==> config.mk <==
export PLATFORM = sky130hd
export DESIGN_NAME = capture_ctrl
export DESIGN_NICKNAME = d
export VERILOG_FILES = /design/src/rtl/capture_ctrl.sv
export SDC_FILE = /design/constraint.sdc
export NUM_CORES = 1
export LEC_CHECK = 0
export CAP_MARGIN = 15
export CORE_MARGIN = 5
export CORE_UTILIZATION = 49
export DETAILED_ROUTE_END_ITERATION = 16
export PLACE_DENSITY = 0.74
export SLEW_MARGIN = 20
export SYNTH_ARGS = -nofsm -noshare
export SYNTH_HDL_FRONTEND = slang
export SYNTH_SLANG_ARGS = --single-unit
export TNS_END_PERCENT = 1
==> constraint.sdc <==
create_clock -name clk -period 2.1 [get_ports clk]
set_clock_uncertainty 0.2 [all_clocks]
set_input_delay 0.315 -clock clk [delete_from_list [all_inputs] [get_ports clk]]
set_output_delay 0.315 -clock clk [all_outputs]
set_load 0.02 [all_outputs]
==> src/rtl/capture_ctrl.sv <==
// Capture sequencer: drives the channel RAMqueues as one circular buffer,
// fills pre-trigger, arms, collects post-trigger samples, reports oldest slot.
module capture_ctrl #(
    parameter int ENTRIES = 384,
    parameter int LOG2    = 9
) (
    input  logic            clk,
    input  logic            rst_n,
    input  logic            run,
    input  logic            capture_done,
    input  logic            wrt_smpl,
    input  logic            triggered,
    input  logic [LOG2-1:0] trig_pos,
    output logic            we,
    output logic [LOG2-1:0] waddr,
    output logic            armed,
    output logic            set_capture_done,
    output logic [LOG2-1:0] ram_addr
);

    localparam int CW = LOG2 + 1;
    localparam logic [LOG2-1:0] LAST = LOG2'(ENTRIES - 1);
    localparam logic [CW-1:0]   ENT  = CW'(ENTRIES);

    typedef enum logic [2:0] {
        IDLE,
        PRE,
        WAIT_TRIG,
        POST,
        DONE
    } state_t;

    state_t state, state_n;

    logic [LOG2-1:0] tp_q;
    logic [LOG2-1:0] tp_eff;
    logic [CW-1:0]   pre_len;
    logic [CW-1:0]   smpl_cnt;
    logic [CW-1:0]   smpl_inc;
    logic [CW-1:0]   post_cnt;
    logic [CW-1:0]   post_inc;
    logic            active;

    assign tp_eff   = ({1'b0, trig_pos} >= ENT) ? LAST : trig_pos;
    assign pre_len  = ENT - {1'b0, tp_q};
    assign smpl_inc = (smpl_cnt == ENT) ? smpl_cnt : smpl_cnt + CW'(1);
    assign post_inc = post_cnt + CW'(1);

    always_comb begin
        state_n          = state;
        active           = 1'b0;
        we               = 1'b0;
        set_capture_done = 1'b0;
        unique case (state)
            IDLE: begin
                if (run && !capture_done)
                    state_n = PRE;
            end
            PRE: begin
                active = 1'b1;
                we     = run && wrt_smpl;
                if (!run)
                    state_n = IDLE;
                else if (we && smpl_inc == pre_len)
                    state_n = WAIT_TRIG;
            end
            WAIT_TRIG: begin
                active = 1'b1;
                we     = run && wrt_smpl;
                if (!run)
                    state_n = IDLE;
                else if (triggered)
                    state_n = (tp_q == '0) ? DONE : POST;
            end
            POST: begin
                active = 1'b1;
                we     = run && wrt_smpl;
                if (!run)
                    state_n = IDLE;
                else if (we && post_inc == {1'b0, tp_q})
                    state_n = DONE;
            end
            DONE: begin
                set_capture_done = 1'b1;
                state_n          = IDLE;
            end
            default: state_n = IDLE;
        endcase
    end

    // armed stays high from pre-trigger full until the capture ends or aborts
    always_ff @(posedge clk) begin
        if (!rst_n) begin
            state    <= IDLE;
            waddr    <= '0;
            armed    <= 1'b0;
            ram_addr <= '0;
            tp_q     <= '0;
            smpl_cnt <= '0;
            post_cnt <= '0;
        end else begin
            state <= state_n;
            armed <= (state_n == WAIT_TRIG) || (state_n == POST);
            if (state == IDLE && state_n == PRE) begin
                waddr    <= '0;
                smpl_cnt <= '0;
                post_cnt <= '0;
                tp_q     <= tp_eff;
            end
            if (we && active) begin
                waddr <= (waddr == LAST) ? '0 : waddr + LOG2'(1);
                if (state == POST)
                    post_cnt <= post_inc;
                else
                    smpl_cnt <= smpl_inc;
            end
            if (state == DONE)
                ram_addr <= waddr;
        end
    end

endmodule

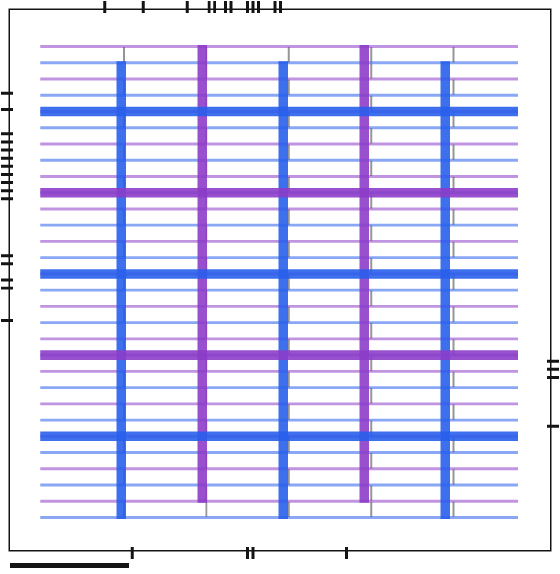
Figure 1: run 1, supply network.
Scale bar: 20 um. Pins as bars on the die edge. Tap cells in grey.
Key: VDD = purple; VSS = blue
36 signal pins sit on the boundary. 5 straps on met4.

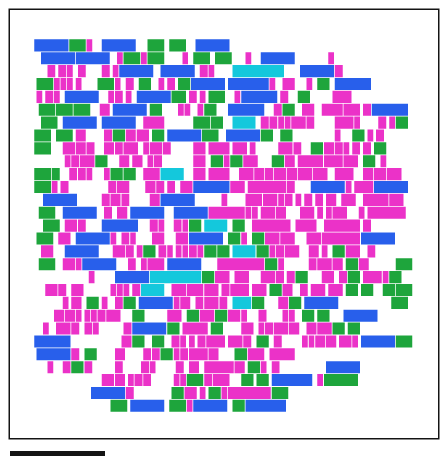
Figure 2: run 1, placement by cell class.
Scale bar: 20 um.
Key: other buffers and delay cells = green [cells 104]; clock drivers and dummy loads = cyan [cells 8]; all other logic = magenta [cells 326]; flops = blue [cells 51]

==> impl_metrics.ini, run 1 <==
; flow metrics
[yosys]
area_leaders = sky130_fd_sc_hd__dfxtp_1, sky130_fd_sc_hd__a21oi_1, sky130_fd_sc_hd__nand2_1
syn_avg_cell_area_um2 = 7.93
synth_nets = 420
synthFlopType = sky130_fd_sc_hd__dfxtp_1
topCombFamilyByArea = simple AND/OR/NAND/NOR gates
most_used_standard_cells_in_the_synthesized_netlist = sky130_fd_sc_hd__dfxtp_1, sky130_fd_sc_hd__nand2_1, sky130_fd_sc_hd__a21oi_1, sky130_fd_sc_hd__nor2_1, sky130_fd_sc_hd__o21ai_0

[clock_tree]
tritoncts_clock_tree = done
insertion_delay_ps = 310
ctsRootBufferMaster = sky130_fd_sc_hd__clkbuf_8
cts_htree_levels = 2

[sta]
tns_ps = -301
setup-violations-final = 5
timing.slew.headroom_pct = 74.0
final-max-slew-violation-count = 0
max_slew.worst_pin.slew_ps = 390
fin_ws_ps = -86.4
rsz0062_at_grt = yes

[power]
p_leak_nw = 1.63

[worst_setup_path]
worst_setup_path_end_kind = flip-flop
crit_path_start_kind = flip-flop
critPathArrivalTime_ps = 2190

[routing]
vias = 3256
drt_iter0_markers = 177

[floorplanning]
io-pin-count = 36
chip_area_um2 = 8180

[finish]
antenna_cells_inserted = 0
area.growth.synth_to_final_pct = 34.1
clock_tree_cell_share_of_total_cell_area_pct = 3.30
layout.sequential_cells = 51

[status]
outcome = complete, but fails checks
violated_checks = setup timing

[global_routing]
grt.overflow.total = 0
globalRouteTotalUtil_pct = 22.0

[place]
dpl-instance-area_um2 = 4060
placed_cells = 556

[run]
drv.max_cap_violation_count = 0
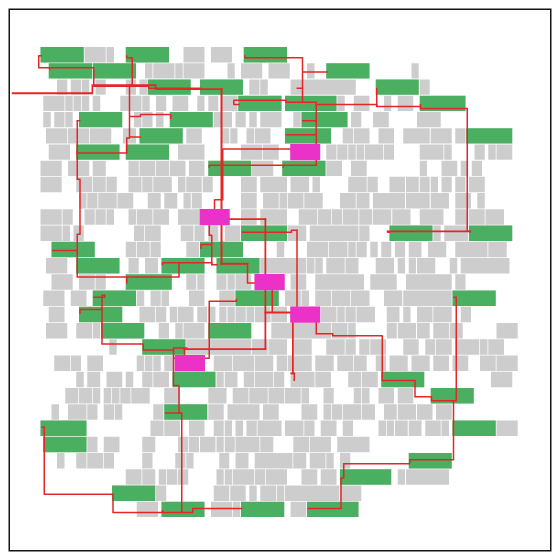
Figure 3: run 1, clock distribution.
Key: clock wires = red [length 714 um]; flip-flops = green [count 51]; cells driving clock nets = magenta [count 5]
There are 6 routed clock nets. Position of the flops: spread over the die.

-- run 1: registers in the layout (all words and copies together) (netlist names) --
name	flops
tp_q	9
smpl_cnt	10
armed	1
state	3
post_cnt	10
waddr	9
ram_addr	9
-- run 1: final timing paths --
path                       startpoint                       end
max            post_cnt[1]$_SDFF_PN0_          armed$_SDFF_PN0_
min reg2reg  ram_addr[7]$_SDFFE_PN0P_  ram_addr[7]$_SDFFE_PN0P_
min          ram_addr[7]$_SDFFE_PN0P_  ram_addr[7]$_SDFFE_PN0P_
max reg2reg    post_cnt[1]$_SDFF_PN0_          armed$_SDFF_PN0_
-- run 1: layer usage --
metal  wire length, um  vias up  share of wire (%)  global-route usage (%)
li1                  -     1592                  -                       -
met1              4080     1547                 45                    30.0
met2              4270      102                 47                    35.7
met3               524       15                5.8                    3.58
met4               131        0                1.5                    6.20
met5                 0        -                  0                       0
-- run 1: critical path, stage by stage, from the launching register on --
cell and delay (ps):
sky130_fd_sc_hd__dfxtp_4 400, sky130_fd_sc_hd__ha_4 160, sky130_fd_sc_hd__nand3_4 60, sky130_fd_sc_hd__or3_4 380
sky130_fd_sc_hd__a2111oi_4 420, sky130_fd_sc_hd__o2111ai_2 160, sky130_fd_sc_hd__o21ai_2 190, sky130_fd_sc_hd__o22ai_1 110
-- run 1: repair_timing --
action                     4_1_cts  5_1_grt
setup endpoints to repair        7       23
buffers inserted                 0        2
hold buffers                     0        0
cloned                           0        0
pin swaps                        2        9
resized                          6       16
-- run 1: stage by stage --
stage	total power, mW	util, %
finish	2.19	67.3
global placement	1.35	64.3
detailed placement	1.35	64.3
global route	2.28	67.3
floorplan	1.22	-
CTS	2.20	66.5
-- run 1: where the power goes --
part | internal, mW | switching (mW)
logic | 0.169 | 0.173
clock network | 0.484 | 0.369
registers | 0.978 | 0.0189
==> run 1 -> run 2 <==
- REMOVE_ABC_BUFFERS: default -> 1
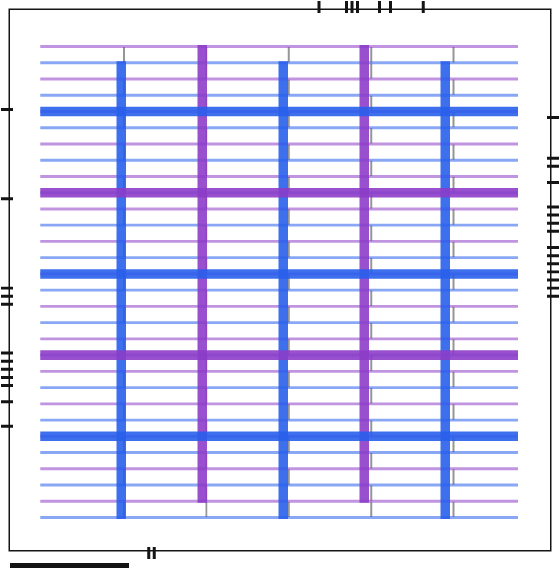
Figure 4: run 2, supply network.
Scale bar: 20 um. Pins as bars on the die edge. Tap cells in grey.
Key: VDD = purple; VSS = blue
77 tap cells. 5 straps on met5. 36 signal pins sit on the boundary.

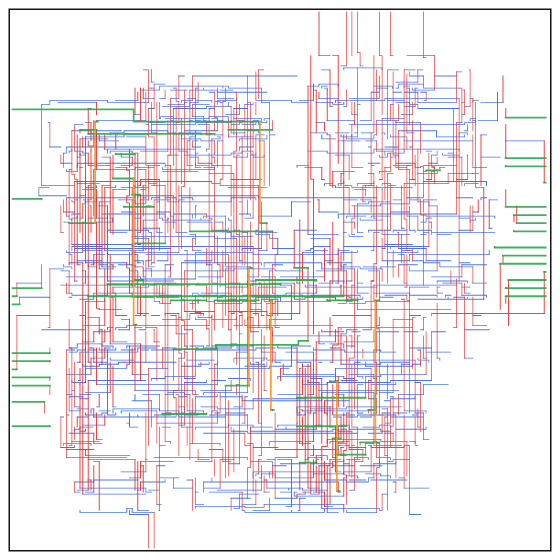
Figure 5: run 2, routed metal, one colour a layer.
Key: met4 = orange [wire length 139 um]; met3 = green [wire length 427 um]; met1 = blue [wire length 3700 um]; met2 = red [wire length 4020 um]

==> run 2 against run 1 <==
- the flow still finishes with violations (setup timing)
- non-clock buffer count is 1 higher
- synthesized cell count stayed put
- total power is 7.0% lower
- final cell count is 0.18% higher
- wire length is 8.0% lower
- largest cell class unchanged
- via count is 2.3% lower
- die size stayed put
- highest routed layer unchanged
==> impl_metrics.ini, run 2 <==
; flow metrics
[sta]
max_slew.worst_pin.slew_ps = 348
fin_ws_ps = -98.2
tns_ps = -396
setup-violations-final = 6
rsz0062_at_grt = yes
final-max-slew-violation-count = 0

[worst_setup_path]
worst_setup_path_end_kind = flip-flop
timing.rr.start = post_cnt[0]$_SDFF_PN0_
worstSetupStartpoint = post_cnt[0]$_SDFF_PN0_
path_delay_family = simple AND/OR/NAND/NOR gates
crit_path_max_incr_delay_ps = 630
worst_setup_path_endpoint = armed$_SDFF_PN0_
worst_r2r_endpoint = armed$_SDFF_PN0_
timing.critical_path.depth = 7
critical_path.slowest_cell = sky130_fd_sc_hd__or4b_2
crit_path_cell_trace = buf_4 > and2_1 > or4b_2 > a21oi_4 > o2111ai_2 > o21ai_2 > o22ai_1
critPathArrivalTime_ps = 2190
crit_path_start_kind = flip-flop

[power]
comb_power_uw = 350
power.share.combinational_pct = 17.1
switchingPower_uw = 527
largestPowerGroup = sequential cells
cell_internal_pwr_mw = 1.51
power.share.clock_pct = 34.2
sw_share_pct = 25.8
p_clk_uw = 698
p_leak_nw = 1.62

[status]
violated_checks = setup timing
outcome = complete, but fails checks

[yosys]
topCombFamilyByArea = simple AND/OR/NAND/NOR gates
area_leaders = sky130_fd_sc_hd__dfxtp_1, sky130_fd_sc_hd__a21oi_1, sky130_fd_sc_hd__nand2_1
most_used_standard_cells_in_the_synthesized_netlist = sky130_fd_sc_hd__dfxtp_1, sky130_fd_sc_hd__nand2_1, sky130_fd_sc_hd__a21oi_1, sky130_fd_sc_hd__nor2_1, sky130_fd_sc_hd__o21ai_0

[floorplanning]
io-pin-count = 36

[clock_tree]
cts_hold_buffers = 0
tritoncts_clock_tree = done
ctsRootBufferMaster = sky130_fd_sc_hd__clkbuf_8

[routing]
drt_iter0_markers = 155
vias = 3180

[place]
dpl-instance-area_um2 = 4020
placed_cells = 558

[finish]
area.growth.synth_to_final_pct = 33.9
antenna_cells_inserted = 0

[global_routing]
globalRouteTotalUtil_pct = 20.4
grt.overflow.total = 0

[run]
drv.max_cap_violation_count = 0
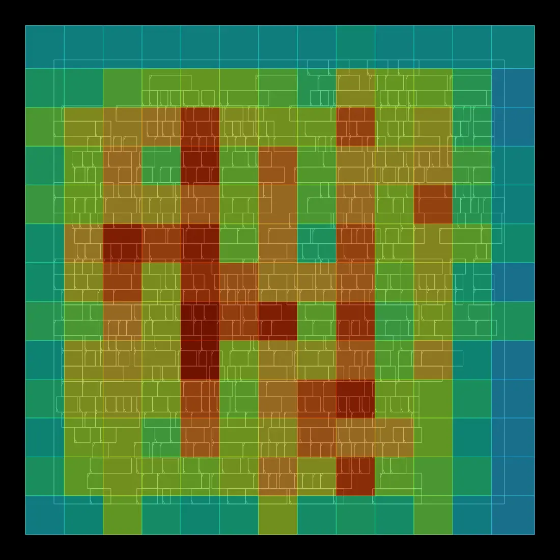
Figure 6: run 2, routing congestion.
met2 routing resource usage after global routing: 35.8%
utilization of the core after routing: 67.2%
met3 capacity usage during global routing: 2.92%
average routed wire per standard cell: 14.6 um

## run 2: cell counts after synthesis
No cell type changed its count.
## run 2: cell type report
type | count | area [um2]
clock inverters | 3 | 43.8
well taps | 77 | 96.3
inverters | 12 | 45.0
flip-flops and latches | 51 | 1040
clock buffers | 5 | 68.8
multi-input cells | 314 | 2060
repair buffers | 105 | 893
fillers | 543 | 2070
## run 2: worst min-delay path by stage
stage,startpoint,to,slack (ps),cells past startpoint
3_5_place_dp,ram_addr[1]$_SDFFE_PN0P_,ram_addr[1]$_SDFFE_PN0P_,250,2
6_report,ram_addr[4]$_SDFFE_PN0P_,ram_addr[4]$_SDFFE_PN0P_,260,2
4_1_cts,ram_addr[1]$_SDFFE_PN0P_,ram_addr[1]$_SDFFE_PN0P_,270,2
5_1_grt,ram_addr[6]$_SDFFE_PN0P_,ram_addr[6]$_SDFFE_PN0P_,290,2
2_1_floorplan,trig_pos[8],tp_q[8]$_SDFFE_PN0P_,250,2
3_3_place_gp,ram_addr[6]$_SDFFE_PN0P_,ram_addr[6]$_SDFFE_PN0P_,240,2
## run 2: logic make-up (layout without fill, tap and decap cells)
group	count (synthesis)	count (layout)
flip-flops	51	51
AND-OR/OR-AND	101	101
buffers and inverters	35	125
adder cells (fa/ha/maj)	5	5
XOR/XNOR	30	30
AND/OR/NAND/NOR	178	178
## run 2: layer usage
layer	wire length (um)	vias to the layer above	share of wire, %	track usage, %
li1	-	1600	-	-
met1	3700	1473	45	25.6
met2	4020	93	49	35.8
met3	426	14	5.1	2.92
met4	138	0	1.7	6.08
met5	0	-	0	0
## run 2: what timing repair did
| action | CTS | global route |
|---|---|---|
| buffers inserted | 1 | 0 |
| setup endpoints to repair | 9 | 16 |
| gates resized | 24 | 16 |
| pin swaps | 14 | 7 |
Power is estimated from default activity; no workload was simulated.
